===== config.mk =====
export PLATFORM = sky130hd
export DESIGN_NAME = audio_i2s_fifo_tx
export DESIGN_NICKNAME = d
export VERILOG_FILES = /design/src/rtl/audio_pkg.sv /design/src/rtl/audio_sync_fifo.sv /design/src/rtl/audio_i2s_fifo_tx.sv
export SDC_FILE = /design/constraint.sdc
export NUM_CORES = 1
export LEC_CHECK = 0
export ABC_AREA = 1
export CELL_PAD_IN_SITES_DETAIL_PLACEMENT = 0
export CELL_PAD_IN_SITES_GLOBAL_PLACEMENT = 1
export CORE_ASPECT_RATIO = 0.7
export CORE_MARGIN = 3
export CORE_UTILIZATION = 50
export DETAILED_ROUTE_END_ITERATION = 8
export PLACE_DENSITY = 0.76
export SLEW_MARGIN = 20
export SYNTH_ARGS = -nofsm -noshare
export SYNTH_HDL_FRONTEND = slang
export SYNTH_SLANG_ARGS = --single-unit

===== constraint.sdc =====
create_clock -name mon_clk -period 5.66 [get_ports mon_clk]
set_clock_uncertainty 0.1 [all_clocks]
set_input_delay 0.849 -clock mon_clk [delete_from_list [all_inputs] [get_ports mon_clk]]
set_output_delay 0.849 -clock mon_clk [all_outputs]
set_load 0.01 [all_outputs]

===== src/rtl/audio_pkg.sv =====
// Shared types and defaults for the buffered I2S transmitter.
package audio_pkg;

  typedef enum logic [1:0] {
    IDLE  = 2'd0,
    PRIME = 2'd1,
    PLAY  = 2'd2
  } play_state_e;

  localparam int DEF_SAMPLE_W = 16;
  localparam int DEF_DEPTH    = 16;
  localparam int DEF_BCLK_DIV = 8;

  // Occupancy needs one extra bit so that "full" (== DEPTH) is representable.
  function automatic int level_w(input int depth);
    return $clog2(depth) + 1;
  endfunction

endpackage


===== src/rtl/audio_sync_fifo.sv =====
// Single-clock FIFO with flush and registered occupancy; push/pop are trusted
// to respect full/empty (the caller resolves simultaneous push/pop when full).
module audio_sync_fifo
  import audio_pkg::*;
#(
  parameter int WIDTH = 2 * DEF_SAMPLE_W,
  parameter int DEPTH = DEF_DEPTH
) (
  input  logic                      clk,
  input  logic                      reset,
  input  logic                      flush,
  input  logic                      push,
  input  logic                      pop,
  input  logic [WIDTH-1:0]          wr_data,
  output logic [WIDTH-1:0]          rd_data,
  output logic                      full,
  output logic                      empty,
  output logic [level_w(DEPTH)-1:0] level
);

  localparam int AW = $clog2(DEPTH);
  localparam int LW = level_w(DEPTH);

  logic [WIDTH-1:0] mem [DEPTH];
  logic [AW-1:0]    wr_ptr_r;
  logic [AW-1:0]    rd_ptr_r;

  assign rd_data = mem[rd_ptr_r];
  assign full    = (level == LW'(DEPTH));
  assign empty   = (level == LW'(0));

  // Pointer and occupancy bookkeeping.
  always_ff @(posedge clk or posedge reset) begin
    if (reset) begin
      wr_ptr_r <= AW'(0);
      rd_ptr_r <= AW'(0);
      level    <= LW'(0);
    end else if (flush) begin
      wr_ptr_r <= AW'(0);
      rd_ptr_r <= AW'(0);
      level    <= LW'(0);
    end else begin
      if (push) wr_ptr_r <= wr_ptr_r + AW'(1);
      if (pop)  rd_ptr_r <= rd_ptr_r + AW'(1);
      case ({push, pop})
        2'b10:   level <= level + LW'(1);
        2'b01:   level <= level - LW'(1);
        default: level <= level;
      endcase
    end
  end

  // Storage array; contents need no reset because empty slots are never read.
  always_ff @(posedge clk) begin
    if (push) mem[wr_ptr_r] <= wr_data;
  end

endmodule


===== src/rtl/audio_i2s_fifo_tx.sv =====
// Buffered I2S transmitter with priming, underrun/overflow pulses and mono mode.
// Define AUDIO_I2S_LEFT_JUSTIFIED_EN for left-justified lrck alignment.
module audio_i2s_fifo_tx
  import audio_pkg::*;
#(
  parameter int SAMPLE_W    = DEF_SAMPLE_W,
  parameter int DEPTH       = DEF_DEPTH,
  parameter int BCLK_DIV    = DEF_BCLK_DIV,
  parameter int PRIME_LEVEL = 4,
  parameter int REQ_LEVEL   = 8
) (
  input  logic                      mon_clk,
  input  logic                      reset,
  input  logic                      wr_valid,
  input  logic [2*SAMPLE_W-1:0]     wr_data,
  input  logic                      start,
  input  logic                      stop,
  input  logic                      mono,
  output logic                      audio_req,
  output logic                      underrun,
  output logic                      overflow,
  output logic [level_w(DEPTH)-1:0] level,
  output logic                      bclk,
  output logic                      lrck,
  output logic                      sdata
);

  localparam int WW = 2 * SAMPLE_W;
  localparam int DW = $clog2(BCLK_DIV);
  localparam int BW = $clog2(WW);
  localparam int LW = level_w(DEPTH);

  localparam logic [DW-1:0] DIV_LAST = DW'(BCLK_DIV - 1);
  localparam logic [DW-1:0] DIV_HALF = DW'(BCLK_DIV / 2);
  localparam logic [BW-1:0] B_LAST   = BW'(WW - 1);

  play_state_e       state, state_next;
  logic [DW-1:0]     div_cnt, div_next;
  logic [BW-1:0]     b_cnt, b_next;
  logic [WW-1:0]     shreg;
  logic              mono_b;
  logic [SAMPLE_W-1:0] mono_lo;
  logic              armed;

  logic              fall_evt, frame_start, flush;
  logic              pop, play_b, under_s, wr_acc, drop, req_fire;
  logic              full, empty;
  logic [WW-1:0]     rd_data, pop_word, frame_word;
  logic [LW-1:0]     level_next;

  function automatic logic lr_of(input logic [BW-1:0] b);
`ifdef AUDIO_I2S_LEFT_JUSTIFIED_EN
    return (b >= BW'(SAMPLE_W));
`else
    return (b >= BW'(SAMPLE_W - 1)) && (b <= BW'(WW - 2));
`endif
  endfunction

  assign fall_evt    = (div_cnt == DIV_LAST);
  assign frame_start = fall_evt && (b_cnt == B_LAST);
  assign flush       = start || stop;
  assign div_next    = fall_evt ? DW'(0) : div_cnt + DW'(1);
  assign b_next      = (b_cnt == B_LAST) ? BW'(0) : b_cnt + BW'(1);

  // A pop in mono mode plays the upper half now and keeps the lower half for frame B.
  assign pop_word   = mono ? {rd_data[WW-1:SAMPLE_W], rd_data[WW-1:SAMPLE_W]} : rd_data;
  assign frame_word = pop ? pop_word : (play_b ? {mono_lo, mono_lo} : {WW{1'b0}});

  // A full FIFO still takes a write when the same cycle frees a slot.
  assign wr_acc   = wr_valid && (state != IDLE) && !flush && (!full || pop);
  assign drop     = wr_valid && (state != IDLE) && !flush && full && !pop;
  assign req_fire = frame_start && !flush && (state != IDLE) && armed &&
                    (level_next <= LW'(REQ_LEVEL));

  // Next state and frame-start decisions; stop outranks start.
  always_comb begin
    state_next = state;
    pop        = 1'b0;
    play_b     = 1'b0;
    under_s    = 1'b0;
    if (stop) begin
      state_next = IDLE;
    end else if (start) begin
      state_next = PRIME;
    end else if (frame_start) begin
      case (state)
        IDLE: state_next = IDLE;
        PRIME: begin
          if (level >= LW'(PRIME_LEVEL)) begin
            state_next = PLAY;
            pop        = 1'b1;
          end else begin
            state_next = PRIME;
          end
        end
        PLAY: begin
          if (mono_b) begin
            play_b = 1'b1;
          end else if (!empty) begin
            pop = 1'b1;
          end else begin
            under_s = 1'b1;
          end
        end
        default: state_next = IDLE;
      endcase
    end else begin
      state_next = state;
    end
  end

  // Predicted occupancy after this cycle, used for the refill decision.
  always_comb begin
    case ({wr_acc, pop})
      2'b10:   level_next = level + LW'(1);
      2'b01:   level_next = level - LW'(1);
      default: level_next = level;
    endcase
  end

  // State register.
  always_ff @(posedge mon_clk or posedge reset) begin
    if (reset) state <= IDLE;
    else       state <= state_next;
  end

  // Pending mono frame B; any flush discards it.
  always_ff @(posedge mon_clk or posedge reset) begin
    if (reset) begin
      mono_b  <= 1'b0;
      mono_lo <= {SAMPLE_W{1'b0}};
    end else if (flush) begin
      mono_b  <= 1'b0;
      mono_lo <= mono_lo;
    end else if (frame_start) begin
      mono_b  <= pop && mono;
      mono_lo <= pop ? rd_data[SAMPLE_W-1:0] : mono_lo;
    end else begin
      mono_b  <= mono_b;
      mono_lo <= mono_lo;
    end
  end

  // Bit clock divider, bit counter, word select and serial shifter.
  always_ff @(posedge mon_clk or posedge reset) begin
    if (reset) begin
      div_cnt <= DW'(0);
      bclk    <= 1'b0;
      b_cnt   <= BW'(0);
      lrck    <= 1'b0;
      sdata   <= 1'b0;
      shreg   <= {WW{1'b0}};
    end else begin
      div_cnt <= div_next;
      bclk    <= (div_next >= DIV_HALF);
      if (fall_evt) begin
        b_cnt <= b_next;
        lrck  <= lr_of(b_next);
        if (frame_start) begin
          sdata <= frame_word[WW-1];
          shreg <= frame_word << 1;
        end else begin
          sdata <= shreg[WW-1];
          shreg <= shreg << 1;
        end
      end
    end
  end

  // Status pulses and the single-outstanding refill request.
  always_ff @(posedge mon_clk or posedge reset) begin
    if (reset) begin
      audio_req <= 1'b0;
      underrun  <= 1'b0;
      overflow  <= 1'b0;
      armed     <= 1'b0;
    end else begin
      audio_req <= req_fire;
      underrun  <= under_s;
      overflow  <= drop;
      if (start || wr_acc) armed <= 1'b1;
      else if (req_fire)   armed <= 1'b0;
      else                 armed <= armed;
    end
  end

  audio_sync_fifo #(
    .WIDTH (WW),
    .DEPTH (DEPTH)
  ) u_fifo (
    .clk     (mon_clk),
    .reset   (reset),
    .flush   (flush),
    .push    (wr_acc),
    .pop     (pop),
    .wr_data (wr_data),
    .rd_data (rd_data),
    .full    (full),
    .empty   (empty),
    .level   (level)
  );

endmodule


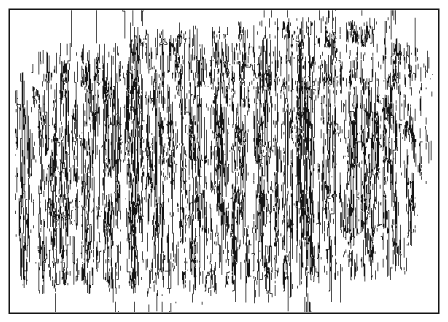
Fig. 1. Metal 2 (run 1).
share of all routed wire: 46%
longest straight run: 94.0 µm
nets with wire on the layer: 1545

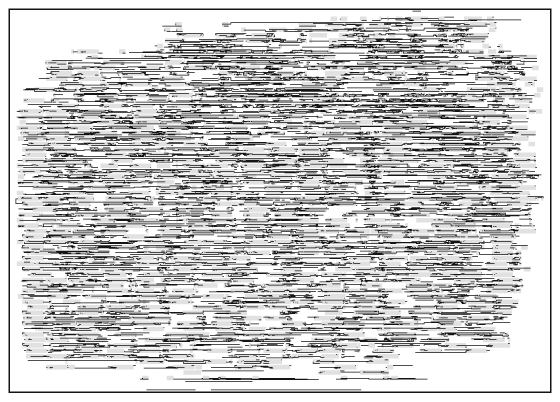
Fig. 2. The metal 1 layer (run 1).
nets with wire on the layer: 1976
wire length on this layer: 27.7 mm
longest straight run: 101 µm
share of all routed wire: 46%
main direction: horizontal
met1 Usage GRT: 35.1%
Routed WL: 60200 µm
via count: 15701

==> Changelog: implementation, run 1 <==
### Changed

- Fmax achieved: 0.236 GHz
- Global route overflow: 0
- Initial antenna violation count: 0
- Final setup viols: 0
- # Cells Yosys: 2048
- XOR Share, Synth: 0.0718%
- CTS Sinks: 589
- Synthesized area: 24400 µm²
- Comb/total area: 23.0%
- Register area: 17300 µm²
- Inverters, non-clock: 52
- Cell mode on critical path: nand2_1
- Cts bufs inserted: 55
- Filler instances: 3969
- Met3 Wirelength: 3320 µm
- Yosys aoi share: 11.8%
- Post-route clock period utilization: 74.9%
- Prevailing post-synth register cell: edfxtp_1
- Area of the core: 48000 µm²
- Adder share: 0.954%
- CLK BUF: 61
- Worst hold path depth: 1
- Fp util: 50.8%
- Slew at the pin with the worst max-slew slack: 1.10 ns
- Row count: 67
- Run status: completed
- Pre-CTS setup slack: 1.29 ns
- Pin count of the biggest net entering global routing: 175
- Hold Path End: div_cnt[0]
- Sum Neg Setup Slack: 0 ns
- TAP cells: 655
- Iteration tally of the first detailed-router pass: 5
- HP Class: reg -> reg
- Resized cells post-CTS: 0
- DRT iter0 DRCs: 1441
- Synth cell types: 43
- Max-cap check violation count: 0
- Flop share of the area: 63.5%
- Min Clock Period, post-route: 4.24 ns
- WP buf/inv: 3
- Worst EP required: 5.77 ns
- Slowest stage cell, crit path: nor2_4
- Hold Crit Start: div_cnt[0]
- Main logic family after synthesis: simple AND/OR/NAND/NOR gates
- Slowest cell delay on critical path: 0.83 ns
- Mux area share: 0%
- Most flop-heavy register: u_fifo.mem
- Top Metal Used: met4
- Rel. slew slack: 26.2%
- Top cell excl fill/tap: edfxtp_1
- Power Dens Cells: 317 nW/µm²
- Number of enable flip-flop cells: 512
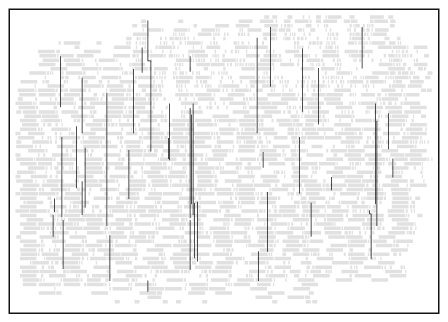
Fig. 3. Metal 4 (run 1).
nets with wire on the layer: 25
longest straight run: 83.6 µm

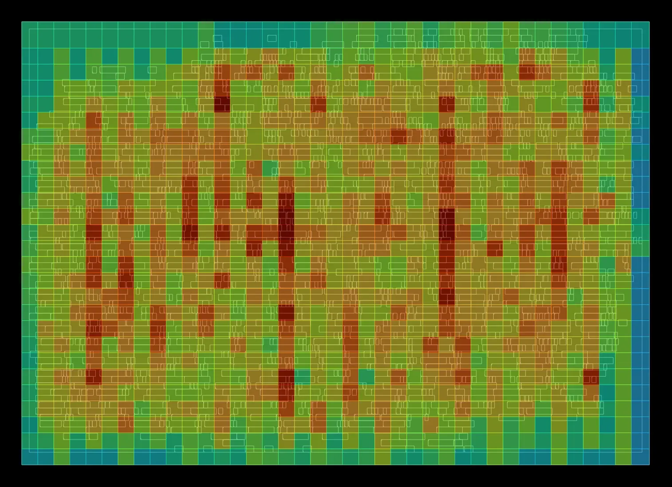
Fig. 4. Routing congestion (run 1).
GR Util met2: 36.9%
GRT Util Overall: 23.4%

==> run 1: cell usage after synthesis (2+ instances only) <==
cell      number  share of area (%)
nand3_1       80                1.6
a21oi_1       34               0.70
nand3b_1       3              0.092
nand2_1      245                3.8
buf_2         40               0.82
clkbuf_1      54               0.83
buf_4         14               0.43
nor2_1       417                6.4
o211ai_1     112                3.4
a21oi_2        6               0.22
o31ai_1        2              0.062
buf_6         18               0.83
inv_2          3              0.046
ha_1          17               0.87
o21ai_1       78                1.6
nor3_1         2              0.041
o221ai_1      16               0.57
edfxtp_1     512                 63
o21ai_0      246                5.0
nand2_2        4               0.10
nand3_2        2              0.082
clkinv_2       2              0.041
dfrtp_1       77                7.9
inv_1         43               0.66
clkinv_1       3              0.046
==> run 1: worst reg2reg max path, cell delays in order, from the launching register on <==
cell and delay (ns):
dfrtp_1 0.41, ha_1 0.21, nand2_1 0.06, nor2_1 0.11
ha_1 0.28, nand2_4 0.27, clkinv_2 0.33, nand3_2 0.11
nor2_2 0.18, nand2_2 0.05, buf_4 0.23, nand2_1 0.15
nand2_2 0.10, clkinv_2 0.13, nand2_1 0.27, nor2_4 0.84
==> run 1: power breakdown <==
part           switching [µW]  internal, µW
sequential               1.80          4730
clock                    1630          2150
combinational             102          32.3
total                    1730          6910
==> run 1: through the flow <==
stage / instances / hold slack [ns] / power (µW) / util, %
6_report: 2752 / 0.326 / 8640 / 56.8
5_1_grt: 2752 / 0.330 / 8880 / 56.8
4_1_cts: 2743 / 0.326 / 8710 / 56.4
3_5_place_dp: 2640 / 0.318 / 4960 / 52.6
3_3_place_gp: 2640 / 0.313 / 4960 / 52.6
2_1_floorplan: 2048 / 0.303 / 4850 / -
Fig. 5: run 1, cell density map
Scale bar: 100 µm. The die is cut into 27 by 19 equal tiles; dark blue is low, red is high, 0 to 100% covered.
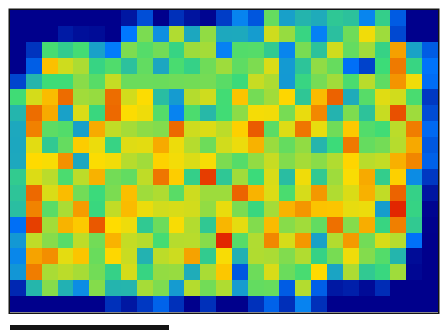

==> run 2, diff against run 1 <==
CORE_UTILIZATION = 46   (was 50)
PLACE_DENSITY = 0.74   (was 0.76)
clock period = 3.4 ns   (was 5.66 ns; I/O delays follow)
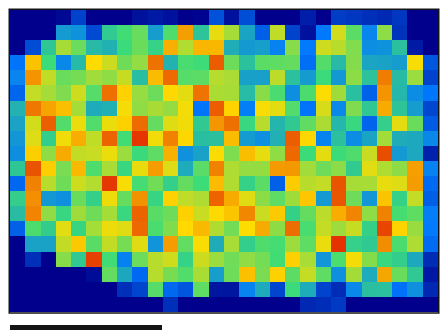
Fig. 6. Cell density map (run 2).
Scale bar: 100 µm. The die is cut into 28 by 20 equal tiles; dark blue is low, red is high, 0 to 100% covered.
nearly empty tiles: 11%
fullest tile: 94%
mean over tiles: 48%
tiles over 75% full: 16%
emptiest ninth of the die: bottom left

==> run 2 against run 1 <==
Design area up 1.2%. Register-to-register slack got worse by 1.2 ns. Die size is 8.5% higher. Largest cell class unchanged.
==> Changelog: implementation, run 2 <==
### Changed

- Power in the clock group: 5900 µW
- Yosys top cell by instances: edfxtp_1
- Iteration tally of the first detailed-router pass: 5
- Final nets: 2147
- Slowest cell delay on critical path: 0.44 ns
- Fmax achieved: 0.318 GHz
- HP Class: in -> async
- Synthesized area: 24400 µm²
- Most flop-heavy register: u_fifo.mem
- Slowest stage cell, crit path: nor2_4
- Initial antenna violation count: 3
- Pwr Total: 14000 µW
- Rel. slew slack: 55.3%
- CP Max Fanout: 7
- Sum Neg Setup Slack: 0 ns
- Row count: 69
- Comb pwr share: 1.5%
- Global route overflow: 0
- Leading area contributor after synthesis: edfxtp_1
- Switch share: 19.8%
- P_comb: 213 µW
- Pre-CTS setup slack: 0.188 ns
- GRT Util Overall: 22.9%
- Prevailing post-synth register cell: edfxtp_1
- Synth top cells by count: 512 x edfxtp_1, 417 x nor2_1, 246 x o21ai_0
- Synth cell types: 43
- Routability congestion estimate: 0.812
- Run status: completed
- Cell mode on critical path: nand2_1
- Final setup viols: 0
- Net switching power: 2770 µW
- Pwr top: sequential cells
- CTS Sinks: 589
- Flop pwr share: 56.3%
- Min Clock Period, post-route: 3.14 ns
- Power Dens Cells: 507 nW/µm²
- DRT iter0 DRCs: 1640
- Post-route clock period utilization: 92.5%
- Register area: 17300 µm²
- # Cells Yosys: 2048
- Die height: 199 µm
- Pin count of the biggest net entering global routing: 88
- Area of the core: 51500 µm²
- Clk pwr share: 42.2%
- Slew at the pin with the worst max-slew slack: 0.668 ns
- Filler instances: 4366
- Cts bufs inserted: 54
- WP buf/inv: 3
- P_seq: 7870 µW
- Max-cap check violation count: 0
- Fp util: 47.3%
- Final Core Density: 53.5%
- Synth top area cells: edfxtp_1 63%, dfrtp_1 7.9%, nor2_1 6.4%
- Top cell excl fill/tap: edfxtp_1
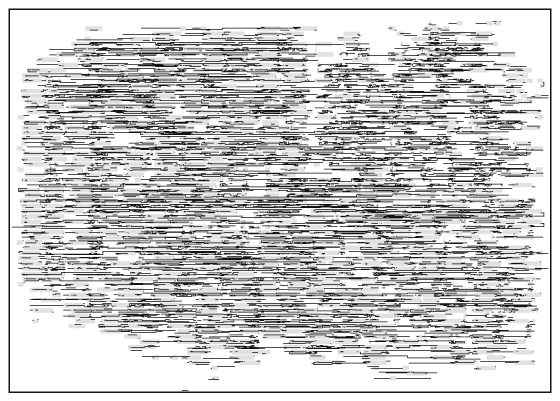
Fig. 7. The metal 1 layer (run 2).
met1 Usage GRT: 34.0%
Routed WL: 63500 µm
via count: 15898

run 2: cell counts after synthesis:
No cell type changed its count.
run 2: metal layers:
layer  track usage (%)  share of wire (%)  routed length (µm)  up-vias
met5                 0              0.057                  36        -
met4              4.66                1.8                1140        4
met3              5.51                7.9                5050       80
met2              34.6                 44               28000      512
met1              34.0                 46               29300     7896
li1                  -                  -                   -     7406
run 2: final cells by class:
class	instances	share of cell area, %
Inverter	52	0.739
Sequential cell	589	62.7
Timing Repair Buffer	115	4.61
Tap cell	674	3.06
Clock inverter	22	0.861
Multi-Input combinational cell	1279	22.7
Clock buffer	76	5.27
run 2: kinds of logic (layout without fill, tap and decap cells):
logic type                 count (synthesis)  count (layout)  synth area share [%]
adders and majority gates                 18              18                 0.954
AOI/OAI and AO/OA                        500             500                  11.8
buffers and inverters                    180             265                  3.83
DFF                                      589             589                  70.9
and+or+nand+nor                          759             759                  12.3
xor gates and xnor gates                   2               2                0.0718
run 2: path summary, 6_finish.rpt:
check	end	slack [ns]	depth (start not counted)	from
max in group asynchronous	u_fifo.rd_ptr_r[3]	2.36	3	reset
setup / recovery	u_fifo.mem[6][27]	0.26	15	b_cnt[1]
setup reg to reg	u_fifo.mem[6][27]	0.26	15	b_cnt[1]
hold reg to reg	div_cnt[0]	0.33	1	div_cnt[0]
hold / removal	sdata	0.17	2	reset
min in group mon_clk	div_cnt[0]	0.33	1	div_cnt[0]
run 2: through the flow:
stage          cell area (µm²)  instances
6_report                 27600       2807
5_1_grt                  27600       2807
4_1_cts                  27600       2807
3_5_place_dp             25900       2709
3_3_place_gp             25900       2709
2_1_floorplan            24400       2048
run 2: repair_timing:
action,CTS,global route
hold buffers,0,0
setup endpoints to repair,0,5
resized,0,2
Fig. 8: run 2, routing congestion
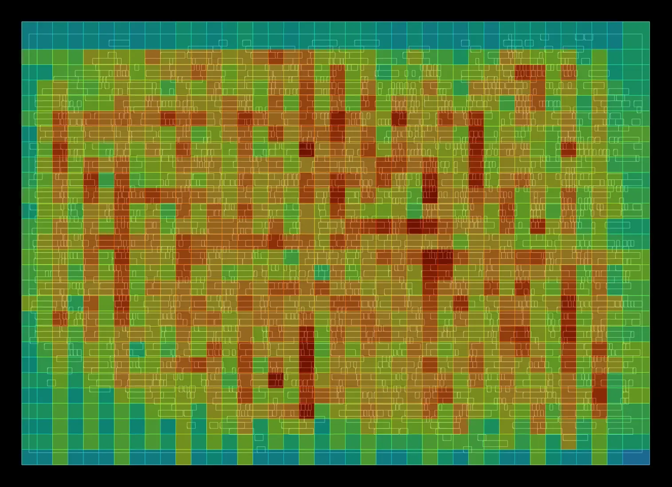

==> run 3, diff against run 2 <==
REMOVE_ABC_BUFFERS = 1   (was unset)
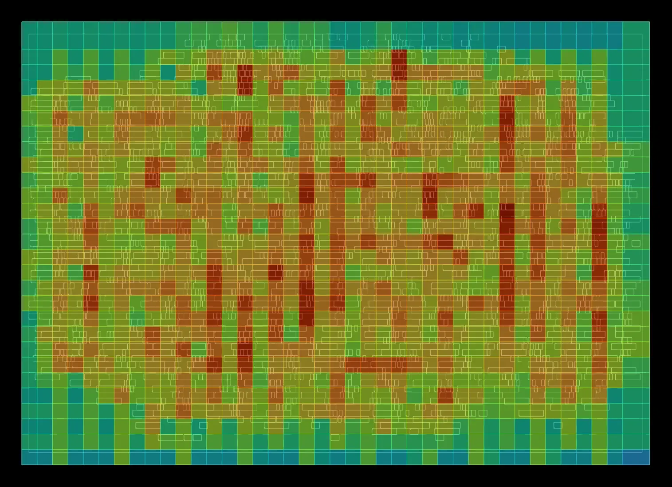
Fig. 9. Routing congestion (run 3).
GR Util met2: 34.1%
routed len/inst: 22.2 µm
met1 Usage GRT: 34.6%
grt peak-use layer: met1
Final Core Density: 53.4%

==> run 3 against run 2 <==
Total power fell by 1.6%. Non-clock buffer count down 4. Maximum frequency decreased by 0.53%. Count of clock-buffer cells in the layout is 6 lower. Die size unchanged. Via count hardly changed. First-iteration DRC count increased by 12%. Wire length fell by 1.9%. Clock power decreased by 3.7%. Combinational power decreased by 3%. Highest routed layer is now met4.
==> Changelog: implementation, run 3 <==
### Changed

- Run status: completed
- Slew Limit Fails: 0
- Flop share of the area: 62.9%
- Clk pwr share: 41.3%
- HP Class: in -> async
- P_leak: 0.00959 µW
- Filler instances: 4342
- Synth top cells by count: 512 x edfxtp_1, 417 x nor2_1, 246 x o21ai_0
- Prevailing post-synth register cell: edfxtp_1
- Fmax achieved: 0.316 GHz
- #MultiIn Comb: 1279
- Synth cell types: 43
- Pin count of the biggest net entering global routing: 149
- Comb/total area: 22.9%
- Final instance area: 27500 µm²
- DP Area: 25900 µm²
- Net switching power: 2760 µW
- Buffer share of cell area: 4.55%
- Routed WL: 62300 µm
- Comb pwr share: 1.5%
- Final nets: 2143
- Worst reg2reg path depth: 18
- Hold_buf cts: 0
- Synthesized area: 24400 µm²
- Pre-CTS setup slack: 0.141 ns
- Worst-path clk slew: 0.07 ns
- Post-route clock period utilization: 93.0%
- Fp util: 47.3%
- CLK BUF: 70
- Top cell excl fill/tap: edfxtp_1
- Initial antenna violation count: 0
- Placed cell count: 2705
- Max-cap check violation count: 0
- Final setup viols: 0
- Yosys top cell by instances: edfxtp_1
- # Cells Yosys: 2048
- Die height: 199 µm
- Worst EP required: 3.78 ns
- Synth top area cells: edfxtp_1 63%, dfrtp_1 7.9%, nor2_1 6.4%
- Final hold viol count: 0
- Number of enable flip-flop cells: 512
- Resized cells post-CTS: 0
- Flop pwr share: 57.2%
- Final Non-Filler Cells: 2803
- Iteration tally of the first detailed-router pass: 5
- Routability congestion estimate: 0.863
- FFs & Latches: 589
- Switch share: 20.1%
- Synth Seq Share: 70.9%
- DRT iter0 DRCs: 1834
- Inverters, non-clock: 52
- CP Max Fanout: 7
- Signal buffers: 111
- Min Hold Slack: 0.133 ns
- GRT Util Overall: 22.7%
- Pwr Total: 13800 µW
- CTS Sinks: 589
- Via count: 15904
- Int Pwr: 11000 µW
- Rel. slew slack: 54.3%
- Clk tree area frac: 5.88%
- Global route overflow: 0
- Slew at the pin with the worst max-slew slack: 0.685 ns
- Most flop-heavy register: u_fifo.mem
- Min Clock Period, post-route: 3.16 ns
- Cts bufs inserted: 54
- Max-area cell class: registers
- TAP cells: 674
- Area of the core: 51500 µm²
- Power Dens Cells: 500 nW/µm²
- Max reg flops: 512
- Area leader share: 63.0%
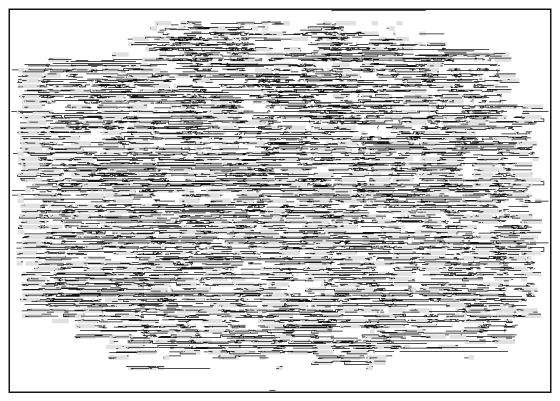
Fig. 10. The metal 1 layer (run 3).
main direction: horizontal
nets with wire on the layer: 2021
wire length on this layer: 29.3 mm
share of all routed wire: 47%

==> run 3: kinds of logic after synthesis <==
kind of cell               after synthesis  share of synthesized area [%]
and+or+nand+nor                        759                           12.3
DFF                                    589                           70.9
AOI/OAI and AO/OA                      500                           11.8
buffers and inverters                  180                           3.83
adders and majority gates               18                          0.954
xor gates and xnor gates                 2                         0.0718
==> run 3: routing by layer <==
layer	vias up	wire length [µm]	GRT usage, %
li1	7392	-	-
met1	7894	29300	34.6
met2	538	27600	34.1
met3	80	4210	4.01
met4	0	1260	5.41
met5	-	0	0
==> run 3: path summary, 6_finish.rpt <==
path	startpoint	slack, ns	to
min in group mon_clk	div_cnt[0]	0.35	div_cnt[0]
worst max register to register	b_cnt[0]	0.24	armed
max in group asynchronous	reset	2.39	u_fifo.rd_ptr_r[1]
worst max-delay path	b_cnt[0]	0.24	armed
worst min register to register	div_cnt[0]	0.35	div_cnt[0]
worst min-delay path	reset	0.13	div_cnt[1]
==> run 3: power by group through the flow <==
stage                     Sequential [µW]  Clock [µW]  Combinational (µW)
after floorplan                      8020           0                47.5
after global placement               8020           0                 205
after detailed placement             8020           0                 209
after CTS                            7870        5800                 209
after global routing                 7870        6100                 230
final                                7870        5680                 207
==> run 3: worst max-delay path: stages, from the launching register on <==
cell,delay (ns)
dfrtp_1,0.41
ha_1,0.22
nand2_1,0.07
nor2_1,0.12
ha_2,0.24
nand2_4,0.06
clkinv_2,0.08
nand3_2,0.08
nor2_4,0.16
nand3_4,0.12
fa_1,0.41
o21ai_0,0.32
nand3_1,0.14
nand2_1,0.11
nand3_1,0.08
nand2_1,0.10
nand3_1,0.11
nand2_1,0.07
nand2_1,0.04
Power figures rest on the tool's default switching activity, not on a simulated workload.
